==> config.mk <==
export PLATFORM = sky130hd
export DESIGN_NAME = rtp_result_collector
export DESIGN_NICKNAME = d
export VERILOG_FILES = /design/src/rtl/rtp_result_collector.sv
export SDC_FILE = /design/constraint.sdc
export NUM_CORES = 1
export LEC_CHECK = 0
export CAP_MARGIN = 20
export CORE_MARGIN = 3
export CORE_UTILIZATION = 55
export CTS_CLUSTER_DIAMETER = 80
export CTS_CLUSTER_SIZE = 16
export DETAILED_ROUTE_END_ITERATION = 12
export GPL_ROUTABILITY_DRIVEN = 0
export PLACE_DENSITY = 0.89
export SKIP_LAST_GASP = 1
export SLEW_MARGIN = 20
export SYNTH_ARGS = -nofsm -noshare
export SYNTH_HDL_FRONTEND = slang
export SYNTH_SLANG_ARGS = --single-unit
==> constraint.sdc <==
create_clock -name clock -period 14 [get_ports clock]
set_input_delay 2.8 -clock clock [delete_from_list [all_inputs] [get_ports clock]]
set_output_delay 2.8 -clock clock [all_outputs]
set_load 0.005 [all_outputs]
==> src/rtl/rtp_result_collector.sv <==
// Merges per-channel ray results into one ordered stream through a round-robin arbiter and a show-ahead FIFO.
// Also tracks channel completion (sticky all_finish) and keeps saturating cycle and hit counters.
module rtp_result_collector #(
   parameter int NUM_CH = 2,
   parameter int ID_W = 32,
   parameter int T_W = 32,
   parameter int FIFO_DEPTH = 8,
   parameter int CNT_W = 64,
   parameter logic [T_W-1:0] MISS_T = 32'h7F800000,
   localparam int CH_W = (NUM_CH > 1) ? $clog2(NUM_CH) : 1
) (
   input  logic                   clock,
   input  logic                   reset,
   input  logic [NUM_CH-1:0]      in_valid,
   output logic [NUM_CH-1:0]      in_ready,
   input  logic [NUM_CH*ID_W-1:0] in_ray_id,
   input  logic [NUM_CH*T_W-1:0]  in_hitT,
   input  logic [NUM_CH-1:0]      ch_finish,
   output logic                   out_valid,
   input  logic                   out_ready,
   output logic [ID_W-1:0]        out_ray_id,
   output logic [T_W-1:0]         out_hitT,
   output logic [CH_W-1:0]        out_ch,
   output logic                   all_finish,
   output logic [CNT_W-1:0]       total_cycle,
   output logic [CNT_W-1:0]       hit_count
);

   localparam int PTR_W = $clog2(FIFO_DEPTH);

   typedef struct packed {
      logic [CH_W-1:0] ch;
      logic [ID_W-1:0] ray_id;
      logic [T_W-1:0]  hit_t;
   } entry_t;

   entry_t            mem_q [FIFO_DEPTH];
   entry_t            mem_d [FIFO_DEPTH];
   entry_t            head;
   logic [PTR_W-1:0]  wr_ptr_q, wr_ptr_d;
   logic [PTR_W-1:0]  rd_ptr_q, rd_ptr_d;
   logic [PTR_W:0]    count_q, count_d;
   logic [CH_W-1:0]   rr_ptr_q, rr_ptr_d;
   logic [CH_W-1:0]   grant_idx;
   logic              grant_any;
   logic [NUM_CH-1:0] grant;
   logic              full, push, pop;
   logic [ID_W-1:0]   grant_ray_id;
   logic [T_W-1:0]    grant_hit_t;
   logic [NUM_CH-1:0] fin_seen_q, fin_seen_d;
   logic              all_finish_q, all_finish_d;
   logic [CNT_W-1:0]  total_cycle_q, total_cycle_d;
   logic [CNT_W-1:0]  hit_count_q, hit_count_d;

   assign full = (count_q == (PTR_W+1)'(FIFO_DEPTH));

   // Fullness is judged before any same-cycle pop, so a full FIFO never grants.
   always_comb begin
      int idx;
      idx       = 0;
      grant     = '0;
      grant_any = 1'b0;
      grant_idx = '0;
      if (!reset && !full) begin
         for (int k = 0; k < NUM_CH; k++) begin
            idx = int'(rr_ptr_q) + k;
            if (idx >= NUM_CH) idx = idx - NUM_CH;
            if (!grant_any && in_valid[idx]) begin
               grant_any = 1'b1;
               grant_idx = CH_W'(idx);
            end
         end
      end
      grant[grant_idx] = grant_any;
   end

   assign in_ready     = grant;
   assign grant_ray_id = in_ray_id[grant_idx*ID_W +: ID_W];
   assign grant_hit_t  = in_hitT[grant_idx*T_W +: T_W];
   assign push         = grant_any;
   assign pop          = (count_q != '0) && out_ready;

   always_comb begin
      rr_ptr_d = rr_ptr_q;
      if (grant_any)
         rr_ptr_d = (grant_idx == CH_W'(NUM_CH-1)) ? '0 : grant_idx + 1'b1;
   end

   always_comb begin
      mem_d    = mem_q;
      wr_ptr_d = wr_ptr_q;
      rd_ptr_d = rd_ptr_q;
      if (push) begin
         mem_d[wr_ptr_q] = '{ch: grant_idx, ray_id: grant_ray_id, hit_t: grant_hit_t};
         wr_ptr_d = wr_ptr_q + 1'b1;
      end
      if (pop) rd_ptr_d = rd_ptr_q + 1'b1;
      count_d = count_q + (PTR_W+1)'(push) - (PTR_W+1)'(pop);
   end

   // Late transfers after all_finish are still counted; only the cycle counter freezes.
   always_comb begin
      fin_seen_d    = fin_seen_q | ch_finish;
      all_finish_d  = all_finish_q | ((&fin_seen_d) && (count_q == '0) && (in_valid == '0));
      total_cycle_d = total_cycle_q;
      hit_count_d   = hit_count_q;
      if (!all_finish_q && (total_cycle_q != '1)) total_cycle_d = total_cycle_q + 1'b1;
      if (push && (grant_hit_t != MISS_T) && (hit_count_q != '1)) hit_count_d = hit_count_q + 1'b1;
   end

   always_ff @(posedge clock) begin
      if (reset) begin
         wr_ptr_q      <= '0;
         rd_ptr_q      <= '0;
         count_q       <= '0;
         rr_ptr_q      <= '0;
         fin_seen_q    <= '0;
         all_finish_q  <= 1'b0;
         total_cycle_q <= '0;
         hit_count_q   <= '0;
      end else begin
         wr_ptr_q      <= wr_ptr_d;
         rd_ptr_q      <= rd_ptr_d;
         count_q       <= count_d;
         rr_ptr_q      <= rr_ptr_d;
         fin_seen_q    <= fin_seen_d;
         all_finish_q  <= all_finish_d;
         total_cycle_q <= total_cycle_d;
         hit_count_q   <= hit_count_d;
      end
   end

   always_ff @(posedge clock) begin
      mem_q <= mem_d;
   end

   assign head        = mem_q[rd_ptr_q];
   assign out_valid   = (count_q != '0);
   assign out_ray_id  = out_valid ? head.ray_id : '0;
   assign out_hitT    = out_valid ? head.hit_t : '0;
   assign out_ch      = out_valid ? head.ch : '0;
   assign all_finish  = all_finish_q;
   assign total_cycle = total_cycle_q;
   assign hit_count   = hit_count_q;

endmodule
==> impl_metrics.json <==
{
  "hold_viol": 0,
  "p_seq_frac": 0.488,
  "p_leak_nw": 10.3,
  "critPathMaxStageDelay_ns": 0.51,
  "grt_pass1_vias": 18200,
  "die_h_um": 230,
  "ff2ff_setup_slack_ns": 10.72,
  "crit_type": "input pin to output pin",
  "simple_gate_area_frac": 0.119,
  "hold_path_class": "register to register",
  "via_per_inst": 6.16,
  "irDropWorstVdd_v": 0.000141,
  "dpl-instance-area_um2": 31700,
  "n_antenna_cell": 4,
  "min_period_ns": 7.76,
  "endpoint_kind": "output pin",
  "worstHoldPathCells": 2,
  "preCtsSetupSlack_ns": 6.37,
  "finalClockPeriodUsage": 0.554,
  "critPathArrivalTime_ns": 4.96,
  "buffers": 356,
  "grtUsageMet2": 0.442,
  "status": "complete, no violations",
  "seq_share": 0.559,
  "yosysWarnings": 0,
  "p_int_w": 0.00350,
  "finalNonFillerCells": 2864,
  "drc_errors": 0,
  "cts_buffer_depth": 3,
  "h-tree-depth": 2,
  "seq_cell_count": 662,
  "antenna_found_initial": 4,
  "r2r_end": "total_cycle[51]$_SDFFE_PP0P_",
  "floorplan.core_util": 0.561,
  "tool_warnings": 28,
  "comb_cells": 1082
}
[power by group through the flow]
| stage | combinational [W] | sequential [W] | clock, W |
|---|---|---|---|
| 2_1_floorplan | 0.000721 | 0.00234 | 0 |
| 3_3_place_gp | 0.00116 | 0.00238 | 0 |
| 3_5_place_dp | 0.00120 | 0.00239 | 0 |
| 4_1_cts | 0.00122 | 0.00235 | 0.00127 |
| 5_1_grt | 0.00129 | 0.00236 | 0.00134 |
| 6_report | 0.00120 | 0.00234 | 0.00125 |
[registers in the layout, indices dropped and copies added, names as in the netlist]
register and count:
all_finish 1, count_q 4, fin_seen_q 2, hit_count 64
mem_q 520, rd_ptr_q 3, rr_ptr_q 1, total_cycle 64
wr_ptr_q 3
Fig. 1: routing congestion map
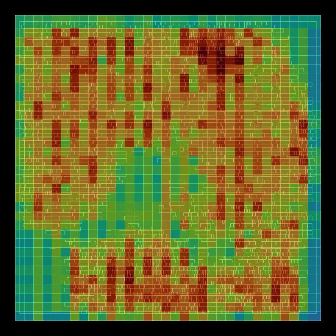
met3 Use GR: 0.0470
GR Layer Usage met1: 0.330
most used routing layer in global routing: met2
WL per Instance: 24.1 um
GRT Total Usage: 0.259

Fig. 2: close-up of the layout
Scale bar: 5 um. Region (163, 163) to (183, 183) um. Cells in gray, sequential cells in the stronger gray; small squares are vias.
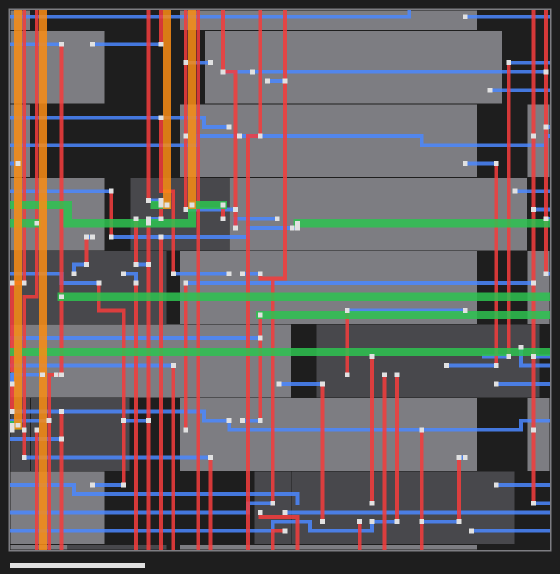
legend:
  orange:
    layer: met4
  blue:
    layer: met1
  green:
    layer: met3
  red:
    layer: met2
sequential cells in the window: 6
most frequent: edfxtp_1 (6), mux4_2 (3), mux2i_1 (2)
cells with their middle in the window: 13
netlist names of flops here include: mem_q (6)

Fig. 3: the metal 1 layer
Scale bar: 50 um. Cells faint in the background.
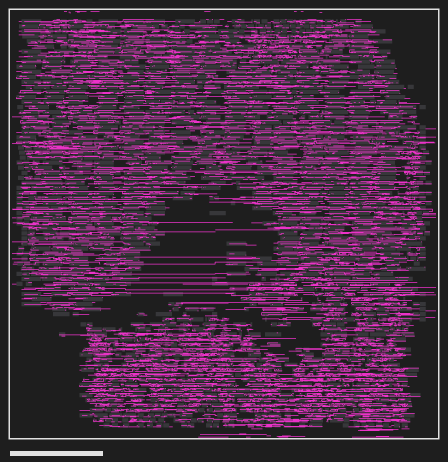
share of all routed wire: 38%
wire length on this layer: 25.9 mm

Fig. 4: routed metal, one color a layer
Scale bar: 50 um. Two of the layers only.
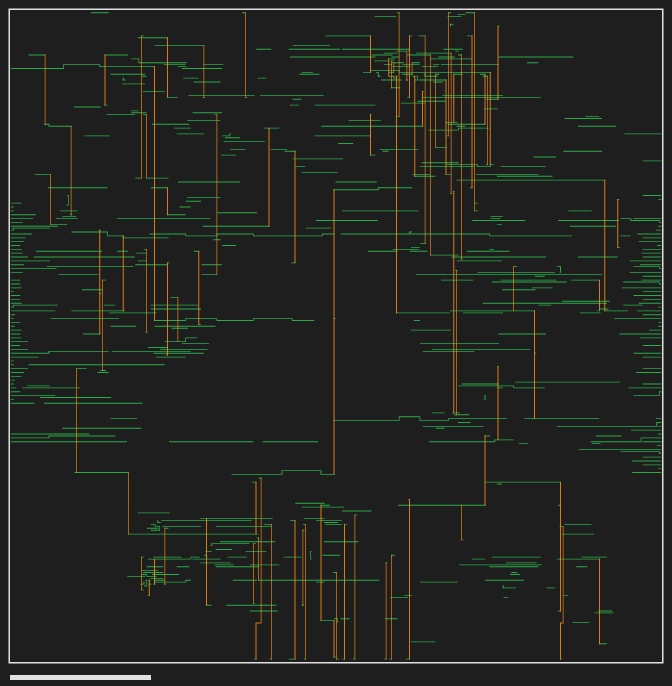
legend:
  green:
    layer: met3
    wire_length: 5150 um
  orange:
    layer: met4
    wire_length: 2810 um

Fig. 5: routed metal per tile
The die is cut into 23 by 23 equal tiles; white is low, dark blue is high, scaled to the fullest tile. Values are wire area over tile area, all layers added.
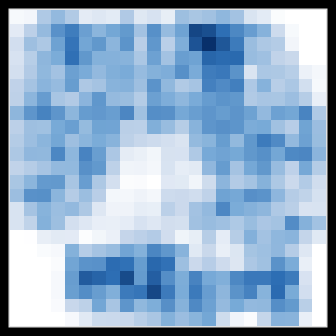
emptiest ninth of the die: south-west
tiles over half the peak: 29%
fullest tile: 0.58
mean over tiles: 0.21
densest ninth of the die: north
nearly empty tiles: 7.2%

